--- src/rtl/sc_collatz_datapath.sv ---
// sc_collatz_datapath
// Datapath that answers the Collatz control FSM. Every cycle it applies the
// incoming control word:
//   - the BUSA source select
//   - the ALU operation
//   - the result shift register load (REGSHIFTER, which drives BUSC)
//   - the Reg0..Reg2 load decoder
// It returns the active-low zero flag that the FSM branches on.
// Optional statistics (step count, peak value, sticky 3N+1 overflow) are built
// only when the macro SC_DATAPATH_STATS_EN is defined. Without the macro those
// outputs are tied to zero and no statistics registers exist.
module sc_collatz_datapath #(
  parameter int DATAWIDTH_BUS               = 8,
  parameter int DATAWIDTH_DECODER_SELECTION = 2,
  parameter int DATAWIDTH_MUX_SELECTION     = 2,
  parameter int DATAWIDTH_ALU_SELECTION     = 3,
  parameter int DATAWIDTH_STEPS             = 8
) (
  input  logic                                   SC_DATAPATH_CLOCK_50,
  input  logic                                   SC_DATAPATH_RESET_InLow,
  input  logic [DATAWIDTH_DECODER_SELECTION-1:0] SC_DATAPATH_decoderloadselection_InBUS,
  input  logic [DATAWIDTH_MUX_SELECTION-1:0]     SC_DATAPATH_muxselectionBUSA_InBUS,
  input  logic [DATAWIDTH_ALU_SELECTION-1:0]     SC_DATAPATH_aluselection_InBUS,
  input  logic                                   SC_DATAPATH_regSHIFTERload_InLow,
  input  logic [DATAWIDTH_BUS-1:0]               SC_DATAPATH_entryvalue_InBUS,
  output logic                                   SC_DATAPATH_zero_OutLow,
  output logic [DATAWIDTH_BUS-1:0]               SC_DATAPATH_data_OutBUS,
  output logic [DATAWIDTH_STEPS-1:0]             SC_DATAPATH_steps_OutBUS,
  output logic [DATAWIDTH_BUS-1:0]               SC_DATAPATH_peak_OutBUS,
  output logic                                   SC_DATAPATH_overflow_OutHigh
);

  localparam int W = DATAWIDTH_BUS;

  localparam logic [W-1:0]   ZERO_W   = {W{1'b0}};
  localparam logic [W-1:0]   ONE_W    = {{(W-1){1'b0}}, 1'b1};
  localparam logic [W+1:0]   ONE_WIDE = {{(W+1){1'b0}}, 1'b1};

  // Parity word: the LSB of the operand in bit 0, so an even operand gives 0.
  function automatic logic [W-1:0] parity_word(input logic [W-1:0] value);
    parity_word = {{(W-1){1'b0}}, value[0]};
  endfunction

  logic [W-1:0]   reg0_r;
  logic [W-1:0]   reg1_r;
  logic [W-1:0]   reg2_r;
  logic [W-1:0]   shifter_r;
  logic [W-1:0]   bus_a_s;
  logic [W-1:0]   bus_c_s;
  logic [W+1:0]   alu_wide_s;
  logic [W-1:0]   alu_result_s;
  logic           alu_carry_s;
  logic           shifter_load_s;

  assign bus_c_s        = shifter_r;
  assign shifter_load_s = ~SC_DATAPATH_regSHIFTERload_InLow;

  // BUSA source selection: Reg0, entry value, Reg1 or constant zero.
  always_comb begin
    bus_a_s = ZERO_W;
    case (SC_DATAPATH_muxselectionBUSA_InBUS)
      2'b00:   bus_a_s = reg0_r;
      2'b01:   bus_a_s = SC_DATAPATH_entryvalue_InBUS;
      2'b10:   bus_a_s = reg1_r;
      2'b11:   bus_a_s = ZERO_W;
      default: bus_a_s = ZERO_W;
    endcase
  end

  // ALU evaluated two bits wider than the bus so 3N+1 keeps its carry-out.
  always_comb begin
    alu_wide_s = {2'b00, bus_a_s};
    case (SC_DATAPATH_aluselection_InBUS)
      3'b000:  alu_wide_s = {3'b000, bus_a_s[W-1:1]};
      3'b001:  alu_wide_s = ({2'b00, bus_a_s} + {1'b0, bus_a_s, 1'b0}) + ONE_WIDE;
      3'b010:  alu_wide_s = {2'b00, bus_a_s - ONE_W};
      3'b011:  alu_wide_s = {2'b00, parity_word(bus_a_s)};
      default: alu_wide_s = {2'b00, bus_a_s};
    endcase
  end

  assign alu_result_s = alu_wide_s[W-1:0];
  // Only 3N+1 can set the upper bits; the other ops zero-extend.
  assign alu_carry_s  = |alu_wide_s[W+1:W];

  // The FSM needs the zero flag in the same cycle as the control word.
  assign SC_DATAPATH_zero_OutLow = |alu_result_s;

  // Result shift register: captures the ALU result on an active-low load.
  always_ff @(posedge SC_DATAPATH_CLOCK_50) begin
    if (!SC_DATAPATH_RESET_InLow) begin
      shifter_r <= ZERO_W;
    end else if (shifter_load_s) begin
      shifter_r <= alu_result_s;
    end else begin
      shifter_r <= shifter_r;
    end
  end

  // Register file load from BUSC; BUSC is the pre-edge shifter value.
  always_ff @(posedge SC_DATAPATH_CLOCK_50) begin
    if (!SC_DATAPATH_RESET_InLow) begin
      reg0_r <= ZERO_W;
      reg1_r <= ZERO_W;
      reg2_r <= ZERO_W;
    end else begin
      case (SC_DATAPATH_decoderloadselection_InBUS)
        2'b00:   reg0_r <= bus_c_s;
        2'b01:   reg1_r <= bus_c_s;
        2'b10:   reg2_r <= bus_c_s;
        default: begin
          reg0_r <= reg0_r;
          reg1_r <= reg1_r;
          reg2_r <= reg2_r;
        end
      endcase
    end
  end

  assign SC_DATAPATH_data_OutBUS = reg0_r;

`ifdef SC_DATAPATH_STATS_EN
  localparam logic [DATAWIDTH_STEPS-1:0] STEPS_ZERO = {DATAWIDTH_STEPS{1'b0}};
  localparam logic [DATAWIDTH_STEPS-1:0] STEPS_ONE  = {{(DATAWIDTH_STEPS-1){1'b0}}, 1'b1};
  localparam logic [DATAWIDTH_STEPS-1:0] STEPS_MAX  = {DATAWIDTH_STEPS{1'b1}};

  logic [DATAWIDTH_STEPS-1:0] steps_r;
  logic [W-1:0]               peak_r;
  logic                       overflow_r;
  logic                       step_op_s;
  logic                       reg0_load_s;

  // Only halving and 3N+1 count as Collatz steps.
  assign step_op_s   = (SC_DATAPATH_aluselection_InBUS == 3'b000) ||
                       (SC_DATAPATH_aluselection_InBUS == 3'b001);
  assign reg0_load_s = (SC_DATAPATH_decoderloadselection_InBUS == 2'b00);

  // Saturating step counter, advanced on each shifter load of a step op.
  always_ff @(posedge SC_DATAPATH_CLOCK_50) begin
    if (!SC_DATAPATH_RESET_InLow) begin
      steps_r <= STEPS_ZERO;
    end else if (shifter_load_s && step_op_s && (steps_r != STEPS_MAX)) begin
      steps_r <= steps_r + STEPS_ONE;
    end else begin
      steps_r <= steps_r;
    end
  end

  // Peak tracks the largest value written into Reg0.
  always_ff @(posedge SC_DATAPATH_CLOCK_50) begin
    if (!SC_DATAPATH_RESET_InLow) begin
      peak_r <= ZERO_W;
    end else if (reg0_load_s && (bus_c_s > peak_r)) begin
      peak_r <= bus_c_s;
    end else begin
      peak_r <= peak_r;
    end
  end

  // Sticky overflow: a captured 3N+1 result lost bits above the bus width.
  always_ff @(posedge SC_DATAPATH_CLOCK_50) begin
    if (!SC_DATAPATH_RESET_InLow) begin
      overflow_r <= 1'b0;
    end else if (shifter_load_s && (SC_DATAPATH_aluselection_InBUS == 3'b001) && alu_carry_s) begin
      overflow_r <= 1'b1;
    end else begin
      overflow_r <= overflow_r;
    end
  end

  assign SC_DATAPATH_steps_OutBUS     = steps_r;
  assign SC_DATAPATH_peak_OutBUS      = peak_r;
  assign SC_DATAPATH_overflow_OutHigh = overflow_r;
`else
  logic stats_unused_s;

  assign stats_unused_s               = alu_carry_s;
  assign SC_DATAPATH_steps_OutBUS     = {DATAWIDTH_STEPS{1'b0}};
  assign SC_DATAPATH_peak_OutBUS      = ZERO_W;
  assign SC_DATAPATH_overflow_OutHigh = 1'b0;
`endif

endmodule

--- config.mk ---
export PLATFORM = sky130hd
export DESIGN_NAME = sc_collatz_datapath
export DESIGN_NICKNAME = d
export VERILOG_FILES = /design/src/rtl/sc_collatz_datapath.sv
export SDC_FILE = /design/constraint.sdc
export NUM_CORES = 1
export LEC_CHECK = 0
export CAP_MARGIN = 20
export CORE_UTILIZATION = 50
export CTS_BUF_LIST = sky130_fd_sc_hd__clkbuf_8
export DETAILED_ROUTE_END_ITERATION = 8
export PLACE_DENSITY = 0.79
export SLEW_MARGIN = 25
export SYNTH_ARGS = -nofsm -noshare
export SYNTH_HDL_FRONTEND = slang
export SYNTH_SLANG_ARGS = --single-unit
--- constraint.sdc ---
create_clock -name SC_DATAPATH_CLOCK_50 -period 6.8 [get_ports SC_DATAPATH_CLOCK_50]
set_input_delay 1.7 -clock SC_DATAPATH_CLOCK_50 [delete_from_list [all_inputs] [get_ports SC_DATAPATH_CLOCK_50]]
set_output_delay 1.7 -clock SC_DATAPATH_CLOCK_50 [all_outputs]
set_load 0.1 [all_outputs]
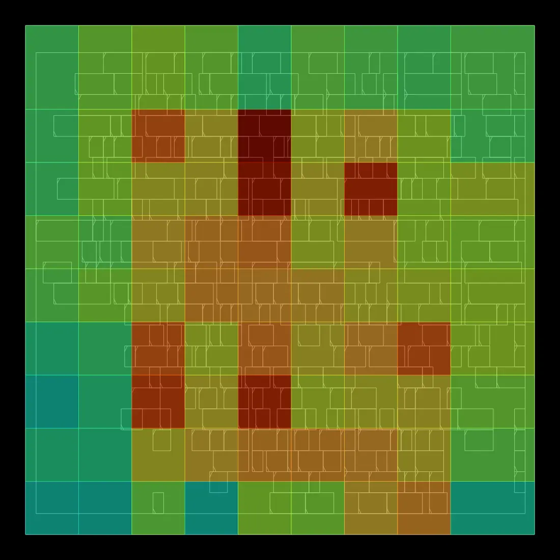
Run 1: track usage over the die
wire length per cell: 14.65 um
met3 GRT Util: 4.138%

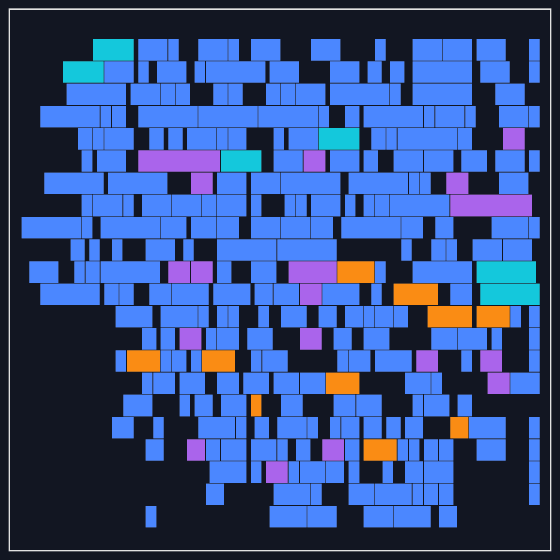
Run 1: drive-strength map
- cyan: x6 and larger (cells 6; share 2.1%)
- purple: x3 and x4 (cells 18; share 6.3%)
- blue: x1 and smaller (cells 251; share 88%)
- orange: x2 (cells 10; share 3.5%)
number of buffers outside the clock class in the layout: 41
setup slack after layout: 0.1880 ns
Final Instance Area: 2445 um^2
Area growth, synth to finish: 19.07%

==> out/notes.md, run 1 <==
The run gives 24 for the number of sequential cells in the layout. Together, buffers and inverters on the worst path number 3. Overall routing resource usage recorded by global route was 23.95%. The worst path in the final design needs a cycle of 6.612 ns, including I/O delays and setup. The critical path in this run is classified as in -> out. The routed length on met2 is 2451 um, and the number of cells traversed by the worst register-to-register path is 11. TritonCTS built the clock tree. The post-synthesis cell count from yosys was 253; the die extent in x was 66.08 um. For the sum of negative setup slack, the log shows 0 ns.

The flow ran to the end, and the final reports show no timing, DRC or antenna violations. The maximum frequency from static timing analysis was 0.1512 GHz. The kind of capture point of the worst setup path was an output pin. Relative slew slack: 34.27%.

The highest signal layer in the routed design was met4. The design draws 0.4015 mW. Share of final layout cell area taken by clock buffers and inverters: 2.252%.

The final hold violation count recorded for this run is 0. Once iteration 0 of detailed routing completed, the report listed 118 DRC markers. The logs give 0 for the number of antenna violations at the first check in global routing and 4878 um for the final wirelength. Listed in order, past its start point the critical path passes clkdlybuf4s50_1, nor2b_1, buf_4, o2bb2ai_4, ha_1, nor3_1, nor2_1, o2111ai_1, a21boi_1, mux2_2, a221oi_2, o2111ai_2, buf_12. The share of total power in the clock network was 24.0%; the final core utilization was 64.36%. The part of the cycle the worst path needs is 97.23%. The launching element of the worst setup path was SC_DATAPATH_muxselectionBUSA_InBUS[1]. The largest driver fanout on the critical path works out to 4.

The number of cells on the worst hold path is listed as 2. Looking at the cell usage after synthesis, the top flip-flop cell is sky130_fd_sc_hd__dfxtp_1. The sequential share of cell area is 19.65%. The data required time at the worst endpoint is 5.10 ns.

The number of enable flip-flop cells is 0. The H-tree depth came out at 1. The run gives 24 for the number of clock sinks. Counting instances in the post-synthesis netlist gives the leading cell types as 29 x sky130_fd_sc_hd__nor2_1, 24 x sky130_fd_sc_hd__dfxtp_1, 22 x sky130_fd_sc_hd__nand2_1, 21 x sky130_fd_sc_hd__mux2i_1, 19 x sky130_fd_sc_hd__buf_4. For the routed metal-1 wire length, the log shows 2190 um.

Once the clock tree was built, the setup fixing pass inserted 0 buffers. In this design, the stage delay of the slowest critical-path cell is 0.53 ns. The area enclosed by the die boundary was 4367 um^2; the count of instances resized after the clock tree is built was 0.

For the total congestion overflow, the log shows 0. The number of tap cells added at floorplan is 48. With the number of nets at the end of the flow at 317, the synthesized instance count is 253. Sequential cells burn 36.8% of the power. Per the timing report, the most critical flop-to-flop path originates at SC_DATAPATH_data_OutBUS[0]. The flow reports that combinational logic draws 39.2% of the design power. In the global route stage, met1 resource usage came out at 30.75%.

Detailed placement reports a standard cell area of 2387 um^2. Setup repair after global routing left no endpoint under its margin. The logs give 176.4 uV for the worst-case vdd ir drop and 4.10 ns for the setup slack of the most critical reg-to-reg path.

The internal power contribution is 0.2459 mW, and the power density relative to cell area is 164.2 nW/um^2. For the placer's final routability congestion estimate, the log shows 0.8897. Dominant cell type by area after synthesis: sky130_fd_sc_hd__dfxtp_1. The detailed router placed 1909 vias in this run. The average size of a mapped cell came out at 8.115 um^2. After synthesis, the share of flip-flops with an asynchronous set or reset is 0%. The layout has 4 clock buffers.

Area of the mapped netlist: 2053 um^2. Fraction of layout cells with a size suffix above 1: 11.93%. The run gives 480.5 um^2 for the footprint of the flip-flops and latches. The number of max-slew violations in the final report was 0. The detailed router reports a met3 wire length of 226 um.

Per the placement report, the placed cell count is 329. The switching portion of total power comes to 38.76%. The main area contributors are sky130_fd_sc_hd__dfxtp_1 23%, sky130_fd_sc_hd__mux2i_1 10%, sky130_fd_sc_hd__ha_1 7.9%.

The tools report the met2 capacity usage during global routing as 41.96%. The OpenROAD report gives the critical path a data arrival time of 4.91 ns. Entering global routing, the biggest net connects 25 pins.

Via count of the first global-routing pass: 1790. The slowest stage of the critical path belongs to the cell sky130_fd_sc_hd__clkdlybuf4s50_1. Hold timing on the final database bottoms out at a slack of 0.4792 ns.

The row count is 22, and the first-pass GRT wire length is 8073 um. With the area of the placeable core at 3799 um^2, the insertion delay of the later-clocked pin in the worst-skew pair is 0.27 ns. In this run the tools logged warnings totalling 33. In the routed layout, each cell is associated on average with a via count of 5.733. Hold analysis lists the worst path endpoint as SC_DATAPATH_data_OutBUS[2].

The multi-input combinational cell count came out at 205. For the first-pass iteration count of the detailed router, the log shows 4. With the count of yosys warnings during synthesis at 0, the maximum root-to-sink buffer count is 2. Summed over its instances, the top area cell type makes up 23.40% of the synthesized netlist area. Counting the fill cells in the layout gives 332. The placement report lists the number of port buffers as 26. Per the OpenROAD floorplan log, the height of the die is 66.08 um. Looking at the max-slew report, the worst-margin pin has a slew of 0.9829 ns.
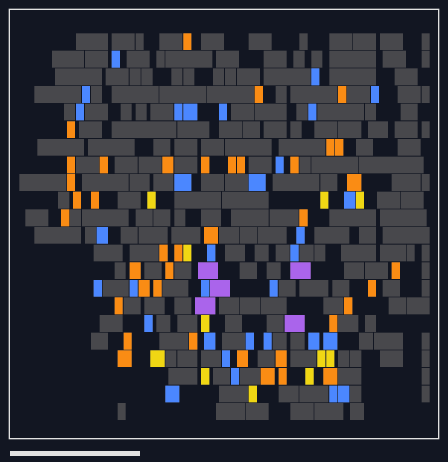
Run 1: gate-type map
Scale bar: 20 um.
- orange: nor cells (cells 39; most used nor2_1)
- blue: nand cells (cells 32; most used nand2_1)
- purple: xor and xnor cells (cells 5; most used xnor2_1)
- yellow: inv cells (cells 11; most used inv_1)
dominant logic cell type in the layout: sky130_fd_sc_hd__nor2_1
multi-input combinational area share: 57.57%
final non-filler cell total: 333

[run 1: power groups by stage]
stage | logic, mW | clock network, mW | registers, mW
global route | 0.168 | 0.104 | 0.148
finish | 0.158 | 0.0963 | 0.148
global placement | 0.155 | 0 | 0.151
detailed placement | 0.156 | 0 | 0.151
floorplan | 0.121 | 0 | 0.156
CTS | 0.157 | 0.0973 | 0.148
[run 1: sequential cells by signal (all words and copies together) (netlist names)]
register and cells:
SC_DATAPATH_data_OutBUS 8, bus_c_s 8, reg1_r 8
[run 1: cells by family after synthesis]
logic type | after synthesis | share of synthesized area, %
and+or+nand+nor | 75 | 16.15
AOI/OAI and AO/OA | 71 | 27.06
buffers and inverters | 40 | 11.27
DFF | 24 | 23.40
muxes | 23 | 11.33
adders and majority gates | 14 | 8.471
xor gates and xnor gates | 5 | 2.133
other | 1 | 0.1826
==> inputs of run 2 (changes only) <==
--- a/config.mk
+++ b/config.mk
@@ -14,3 +14,4 @@
 export SYNTH_ARGS = -nofsm -noshare
 export SYNTH_HDL_FRONTEND = slang
 export SYNTH_SLANG_ARGS = --single-unit
+export TNS_END_PERCENT = 50
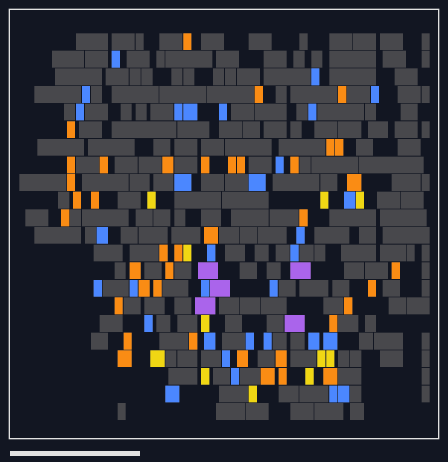
Run 2: gate-type map
Scale bar: 20 um.
- orange: nor cells (cells 39; most used nor2_1)
- purple: xor and xnor cells (cells 5; most used xnor2_1)
- yellow: inv cells (cells 11; most used inv_1)
- blue: nand cells (cells 32; most used nand2_1)

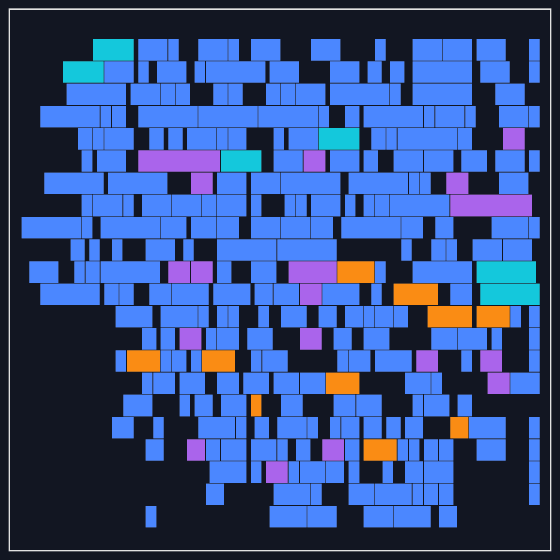
Run 2: drive-strength map
- orange: x2 (cells 10; share 3.5%)
- blue: x1 and smaller (cells 251; share 88%)
- purple: x3 and x4 (cells 18; share 6.3%)
- cyan: x6 and larger (cells 6; share 2.1%)

==> out/notes.md, run 2 <==
The flow ran to the end, and the final reports show no timing, DRC or antenna violations. The tools report the met2 capacity usage during global routing as 41.96%. The script logs the mean routed wire length per placed instance as 14.65 um. By count the netlist is led by 29 x sky130_fd_sc_hd__nor2_1, 24 x sky130_fd_sc_hd__dfxtp_1, 22 x sky130_fd_sc_hd__nand2_1, 21 x sky130_fd_sc_hd__mux2i_1, 19 x sky130_fd_sc_hd__buf_4. Post-CTS repair ended up resizing 0 cells. The run gives 24 for the number of clock sinks. Grouping non-sequential cells by family puts the most area in AND-OR/OR-AND gates.

The run gives 1790 as the via count of the first global-routing pass. The final report gives the core utilization as 64.36%. Cells with a size suffix above 1 make up 11.93% of the layout. The count of yosys warnings during synthesis was 0. The synthesis report lists the most area-consuming cells as sky130_fd_sc_hd__dfxtp_1 23%, sky130_fd_sc_hd__mux2i_1 10%, sky130_fd_sc_hd__ha_1 7.9%. The run gives 0% for the async set-or-reset flop fraction in the synthesized netlist.

After its last routability iteration, the placer logged a weighted congestion of 0.8897. Across all hold checks on the routed design, the worst slack comes to 0.4792 ns. The fraction of synthesized cell area in xor and xnor cells is 2.133%. Counting the clock-network buffers in the layout gives 4. Area of the placeable core: 3799 um^2. The path with the worst hold slack has its endpoint at SC_DATAPATH_data_OutBUS[2]. The depth of the worst hold-timing path is 2, and the number of tap cells added at floorplan is 48.

The global routing report lists met1 layer usage as 30.75%. The run gives 5.10 ns as the data required time at the worst endpoint. The final standard cell area without fillers is 2445 um^2.

The run gives 24.0% for the share of total power in the clock network. Per the final report, the share of cell area in clock cells is 2.252%. The proportion of netlist area held by the largest area contributor is 23.40%, and the first-pass GRT wire length is 8073 um. The logs give a warning total of 33.

Total power normalized to cell area comes to 164.2 nW/um^2. The initial DRC count came out at 118. The iteration count recorded for the first detailed-route pass is 4. The worst register-to-register path begins at SC_DATAPATH_data_OutBUS[0].

For the worst setup path, the data arrival time is 4.91 ns. The commonest register cell is sky130_fd_sc_hd__dfxtp_1. The logs give 480.5 um^2 for the footprint of the flip-flops and latches and 39.2% for the combinational share of power.

A synthesized cell averages 8.115 um^2. The largest part of the power goes to combinational cells. The number of cells traversed by the worst register-to-register path came out at 11. Setup repair after global routing left no endpoint under its margin.

TritonCTS built the clock tree. The slack of the critical path is 0.1880 ns, and the total chip power is 0.4015 mW. The run gives 0.27 ns as the insertion delay of the later-clocked pin in the worst-skew pair. During placement, the flow inserted port buffers numbering 26. The tools report the area after detailed placement as 2387 um^2.

The y dimension of the die was 66.08 um. Dividing the final minimum period by the clock period gives 97.23%. Summed over all failing endpoints, the final setup total negative slack is 0 ns. The combinational fraction of the cell area works out to 57.57%. Number of vias in the routed layout: 1909.

The logs give 34.27% for the relative slew slack and 329 for the cell count after placement. According to the finish report, the design has a final net count of 317. The power in combinational cells came out at 0.158 mW.

The synthesized instance count is 253. Counting pins that exceed their max-slew limit in the final report gives 0. The number of antenna violations at the first check in global routing is 0. The highest layer touched by signal routing is met4.

According to the cell report, the number of logic gates is 205. Registers represent a cell area share of 19.65%. The cell type that accounts for the most area after synthesis is sky130_fd_sc_hd__dfxtp_1. In the detailed route, the total length drawn on met3 is 226 um. Area fraction in full adders, half adders and majority gates: 8.470%. The setup slack of the most critical reg-to-reg path was 4.10 ns. For reference, the critical path is launched at SC_DATAPATH_muxselectionBUSA_InBUS[1]. Endpoints failing hold in the final report were tallied at 0. The slew at the pin with the worst max-slew slack is 0.9829 ns. Critical path class: in -> out. In this run, power in the clock network comes to 0.0963 mW. The clock passes through at most 2 buffers.

The tools report the sequential power share as 36.8%. Total global-route track usage over all layers is 23.95%. The cell area that synthesis handed to floorplanning was 2053 um^2. The logs give 0.148 mW for the flip-flop and latch power and 176.4 uV for the worst-case vdd ir drop.

The largest net degree at the start of global routing is 25, and the basic-gate share of the synthesized area counting and, or, nand and nor cells is 16.15%. The die extent in x is 66.08 um.
-- run 2: cell counts after synthesis --
No cell type changed its count.
-- run 2: worst max-delay path, cell delays in order --
cell,delay (ns)
sky130_fd_sc_hd__clkdlybuf4s50_1,0.53
sky130_fd_sc_hd__nor2b_1,0.36
sky130_fd_sc_hd__buf_4,0.20
sky130_fd_sc_hd__o2bb2ai_4,0.11
sky130_fd_sc_hd__ha_1,0.23
sky130_fd_sc_hd__nor3_1,0.09
sky130_fd_sc_hd__nor2_1,0.18
sky130_fd_sc_hd__o2111ai_1,0.21
sky130_fd_sc_hd__a21boi_1,0.20
sky130_fd_sc_hd__mux2_2,0.36
sky130_fd_sc_hd__a221oi_2,0.32
sky130_fd_sc_hd__o2111ai_2,0.19
sky130_fd_sc_hd__buf_12,0.22
Power and IR drop assume default switching activity.
